## config.mk

```make
export PLATFORM = sky130hd
export DESIGN_NAME = mmu_unit
export DESIGN_NICKNAME = d
export VERILOG_FILES = /design/src/rtl/mmu_unit.sv
export SDC_FILE = /design/constraint.sdc
export NUM_CORES = 1
export LEC_CHECK = 0
export CORE_MARGIN = 1
export CORE_UTILIZATION = 45
export CTS_CLUSTER_SIZE = 10
export DETAILED_ROUTE_END_ITERATION = 10
export PLACE_DENSITY = 0.81
export SLEW_MARGIN = 20
export SYNTH_ARGS = -nofsm -noshare
export SYNTH_HDL_FRONTEND = slang
export SYNTH_SLANG_ARGS = --single-unit
```

## constraint.sdc

```tcl
create_clock -name clk -period 5.66 [get_ports clk]
set_input_delay 1.132 -clock clk [delete_from_list [all_inputs] [get_ports clk]]
set_output_delay 1.132 -clock clk [all_outputs]
set_load 0.03 [all_outputs]
```

## src/rtl/mmu_unit.sv

```systemverilog
// Sv32 translation front-end: translation cache plus two-level page-table walker.
// Define MMU_TLB_EN for a 4-entry fully associative round-robin TLB; otherwise a single-entry cache.
module mmu_unit #(
  parameter logic [3:0] FLUSH_ALL = 4'hF
) (
  input  logic        clk,
  input  logic        rst,
  input  logic [3:0]  hazard_signal,
  input  logic [31:0] VPC,
  input  logic [31:0] csr_satp,
  input  logic [1:0]  priv,
  input  logic        valid,
  input  logic        sstatus_sum,
  input  logic        access_is_load,
  input  logic        access_is_store,
  input  logic        access_is_inst,
  input  logic        LFM_resolved,
  input  logic [31:0] LFM_word,
  input  logic        MMU_hand_shake,
  output logic [31:0] PC,
  output logic        stall,
  output logic        MMU_busy,
  output logic [31:0] LFM,
  output logic        LFM_enable,
  output logic        instr_fault_mmu,
  output logic        load_fault_mmu,
  output logic        store_fault_mmu,
  output logic [31:0] faulting_va
);

`ifdef MMU_TLB_EN
  localparam int ENTRIES = 4;
`else
  localparam int ENTRIES = 1;
`endif

  typedef enum logic [2:0] {IDLE, L1, L0, DONE, FAULT} state_t;

  state_t state_q, state_nxt;

  logic        virt, flush, satp_chg, hit, start, accept, fill;
  logic [19:0] hit_ppn;
  logic [31:0] satp_q, va_q;
  logic [19:0] ppn_q;
  logic [2:0]  typ_q;
  logic [1:0]  priv_q;
  logic        sum_q, res_q, acc_q;

  logic [ENTRIES-1:0] ent_vld;
  logic [ENTRIES-1:0] fill_sel;
  logic [19:0]        ent_tag [ENTRIES];
  logic [19:0]        ent_ppn [ENTRIES];

  logic pte_v, pte_r, pte_w, pte_x, pte_u, pte_a, pte_d;
  logic pte_bad, pte_leaf, pte_misaligned, perm_bad;
  logic unused_pte_bits;

  assign {pte_d, pte_a, pte_u, pte_x, pte_w, pte_r, pte_v} = {LFM_word[7:6], LFM_word[4:0]};
  assign unused_pte_bits = ^{LFM_word[31:30], LFM_word[9:8], LFM_word[5]};

  assign pte_bad        = !pte_v || (!pte_r && pte_w);
  assign pte_leaf       = pte_r || pte_x;
  assign pte_misaligned = LFM_word[19:10] != 10'd0;

  always_comb begin
    perm_bad = !pte_a;
    if (typ_q[2] && !pte_x) perm_bad = 1'b1;
    if (typ_q[0] && !pte_r) perm_bad = 1'b1;
    if (typ_q[1] && (!pte_w || !pte_d)) perm_bad = 1'b1;
    if (priv_q == 2'b00 && !pte_u) perm_bad = 1'b1;
    if (priv_q != 2'b00 && pte_u && (typ_q[2] || !sum_q)) perm_bad = 1'b1;
  end

  assign virt     = csr_satp[31] && (priv != 2'b11);
  assign flush    = hazard_signal == FLUSH_ALL;
  assign satp_chg = csr_satp != satp_q;
  assign start    = (state_q == IDLE) && virt && valid && !hit && !MMU_hand_shake && !flush;
  // Only a fresh rising edge of LFM_resolved carries a new PTE; held levels are stale.
  assign accept   = ((state_q == L1) || (state_q == L0)) && LFM_resolved && !res_q && !acc_q;
  assign fill     = (state_q == DONE) && !flush;

  assign PC    = (virt && hit) ? {hit_ppn, VPC[11:0]} : VPC;
  assign stall = !rst && virt && valid && !hit && (state_q != FAULT);

  always_comb begin
    hit     = 1'b0;
    hit_ppn = '0;
    for (int i = 0; i < ENTRIES; i++) begin
      if (ent_vld[i] && ent_tag[i] == VPC[31:12]) begin
        hit     = 1'b1;
        hit_ppn = hit_ppn | ent_ppn[i];
      end
    end
  end

  always_ff @(posedge clk) begin
    if (rst) state_q <= IDLE;
    else     state_q <= state_nxt;
  end

  always_comb begin
    state_nxt = state_q;
    case (state_q)
      IDLE: if (start) state_nxt = L1;
      L1: begin
        if (accept) begin
          if (pte_bad)                          state_nxt = FAULT;
          else if (!pte_leaf)                   state_nxt = L0;
          else if (pte_misaligned || perm_bad)  state_nxt = FAULT;
          else                                  state_nxt = DONE;
        end
      end
      L0: if (accept) state_nxt = (pte_bad || !pte_leaf || perm_bad) ? FAULT : DONE;
      DONE:    state_nxt = IDLE;
      FAULT:   state_nxt = IDLE;
      default: state_nxt = IDLE;
    endcase
    if (flush) state_nxt = IDLE;
  end

  always_comb begin
    MMU_busy        = state_q != IDLE;
    LFM_enable      = 1'b0;
    LFM             = '0;
    instr_fault_mmu = 1'b0;
    load_fault_mmu  = 1'b0;
    store_fault_mmu = 1'b0;
    faulting_va     = '0;
    case (state_q)
      L1: begin
        LFM_enable = !acc_q;
        LFM        = {csr_satp[19:0], 12'h000} + {20'h0, va_q[31:22], 2'b00};
      end
      L0: begin
        LFM_enable = !acc_q;
        LFM        = {ppn_q, 12'h000} + {20'h0, va_q[21:12], 2'b00};
      end
      FAULT: begin
        instr_fault_mmu = typ_q[2];
        store_fault_mmu = typ_q[1];
        load_fault_mmu  = typ_q[0];
        faulting_va     = va_q;
      end
      default: ;
    endcase
  end

  always_ff @(posedge clk) begin
    if (rst) begin
      satp_q <= csr_satp;
      va_q   <= '0;
      ppn_q  <= '0;
      typ_q  <= '0;
      priv_q <= '0;
      sum_q  <= 1'b0;
      res_q  <= 1'b0;
      acc_q  <= 1'b0;
    end else begin
      satp_q <= csr_satp;
      res_q  <= LFM_resolved;
      acc_q  <= accept;
      if (start) begin
        va_q   <= VPC;
        typ_q  <= {access_is_inst, access_is_store, access_is_load};
        priv_q <= priv;
        sum_q  <= sstatus_sum;
      end
      // An L1 leaf is a superpage: the low PPN half comes from the VA.
      if (accept)
        ppn_q <= (state_q == L1 && pte_leaf) ? {LFM_word[29:20], va_q[21:12]} : LFM_word[29:10];
    end
  end

  always_ff @(posedge clk) begin
    if (rst || satp_chg) ent_vld <= '0;
    else if (fill)       ent_vld <= ent_vld | fill_sel;
  end

  always_ff @(posedge clk) begin
    for (int i = 0; i < ENTRIES; i++) begin
      if (fill && fill_sel[i]) begin
        ent_tag[i] <= va_q[31:12];
        ent_ppn[i] <= ppn_q;
      end
    end
  end

`ifdef MMU_TLB_EN
  logic [1:0] rr_q;
  always_ff @(posedge clk) begin
    if (rst)       rr_q <= '0;
    else if (fill) rr_q <= rr_q + 2'd1;
  end
  assign fill_sel = 4'b0001 << rr_q;
`else
  assign fill_sel = 1'b1;
`endif

endmodule

```

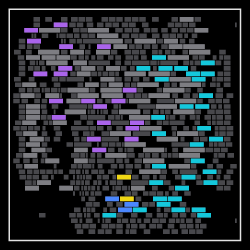
(sequential cells coloured by netlist name)
Scale: 2 px per um. Other sequential cells in the stronger grey, the rest of the logic in the fainter grey.
colour	signal	sequential cells
blue	typ_q	3
purple	ppn_q	20
yellow	priv_q	2
cyan	va_q	32
not coloured	79

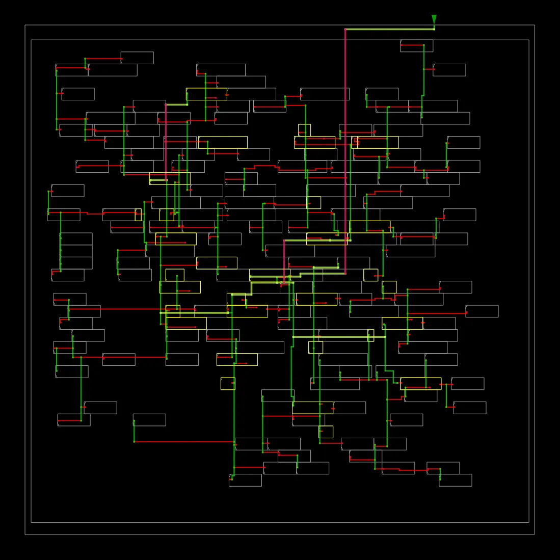
(clock routing)
clkbuf count: 18
Clk power: 0.00105 W

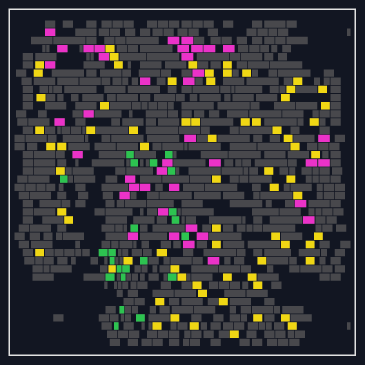
(logic cells by family)
Scale: 3 px per um.
colour	family	cells
magenta	multiplexers	40
green	inverting AOI/OAI gates	22
yellow	AND-OR and OR-AND gates	71

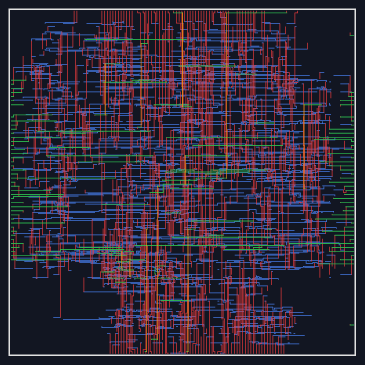
(metal layers overlaid)
Scale: 3 px per um.
colour	layer	wire length
red	met2	7970 um
green	met3	1240 um
orange	met4	314 um
blue	met1	6930 um

==> flow_metrics.tcl <==
# place-and-route summary
set metrics [dict create \
    comb_area_share_pct 28.15 \
    final_cell_mix "205 x clkdlybuf4s50_1, 96 x dfxtp_1, 68 x a22o_1, 40 x edfxtp_1, 35 x and2_1" \
    rsz0062_at_grt "no" \
    cp.depth 9 \
    grt-ovfl-total 0 \
    fillers 894 \
    worstHoldStart "va_q[0]" \
    hp-class "reg2reg" \
    use_met3_pct 6.009 \
    cts_hold_buffers 0 \
    status "finished, final reports clean" \
    grt_pass1_vias 4538 \
    crit_arrival_ps 4130 \
    max_slew_margin_pct 26.12 \
    comb_cell_power_w 0.000305 \
    logic_family "AND-OR/OR-AND gates" \
    area_share_clock_buf_inv_pct 6.757 \
    power.share.clock_pct 43.6 \
    final_area_um2 8388 \
    fin_crit_ps 5260 \
    n_all_inverters 4 \
    min_path_cells 1 \
    clk_latency_ps 410 \
    grt_most_used_layer "met2" \
    timing.rr.end "va_q[8]" \
    synth-xor-area-share_pct 8.097 \
    fmax_mhz 190.1 \
    cp_max_fo 20 \
    core_um2 12210 \
    power_leader "registers" \
    cp-endpoint "PC[17]" \
    nonClkBufAreaFrac_pct 25.18 \
    nMultiInputCombCells 303 \
    syn_inst 486 \
    ys_cells 486 \
    r2r_start "ent_tag[0][2]" \
    cts_buffers 17 \
    combinationalPowerShare_pct 12.6 \
    layout_top_cell "clkdlybuf4s50_1" \
    openroad.warnings 31 \
    buffers 213 \
    drc 0 \
    p_int_w 0.001802 \
    rrSetupSlack_ps 2950 \
    crit_buf_inv 3 \
    endpoint_kind "output pin" \
    placed_cells 824 \
]
Power and IR drop assume default switching activity.
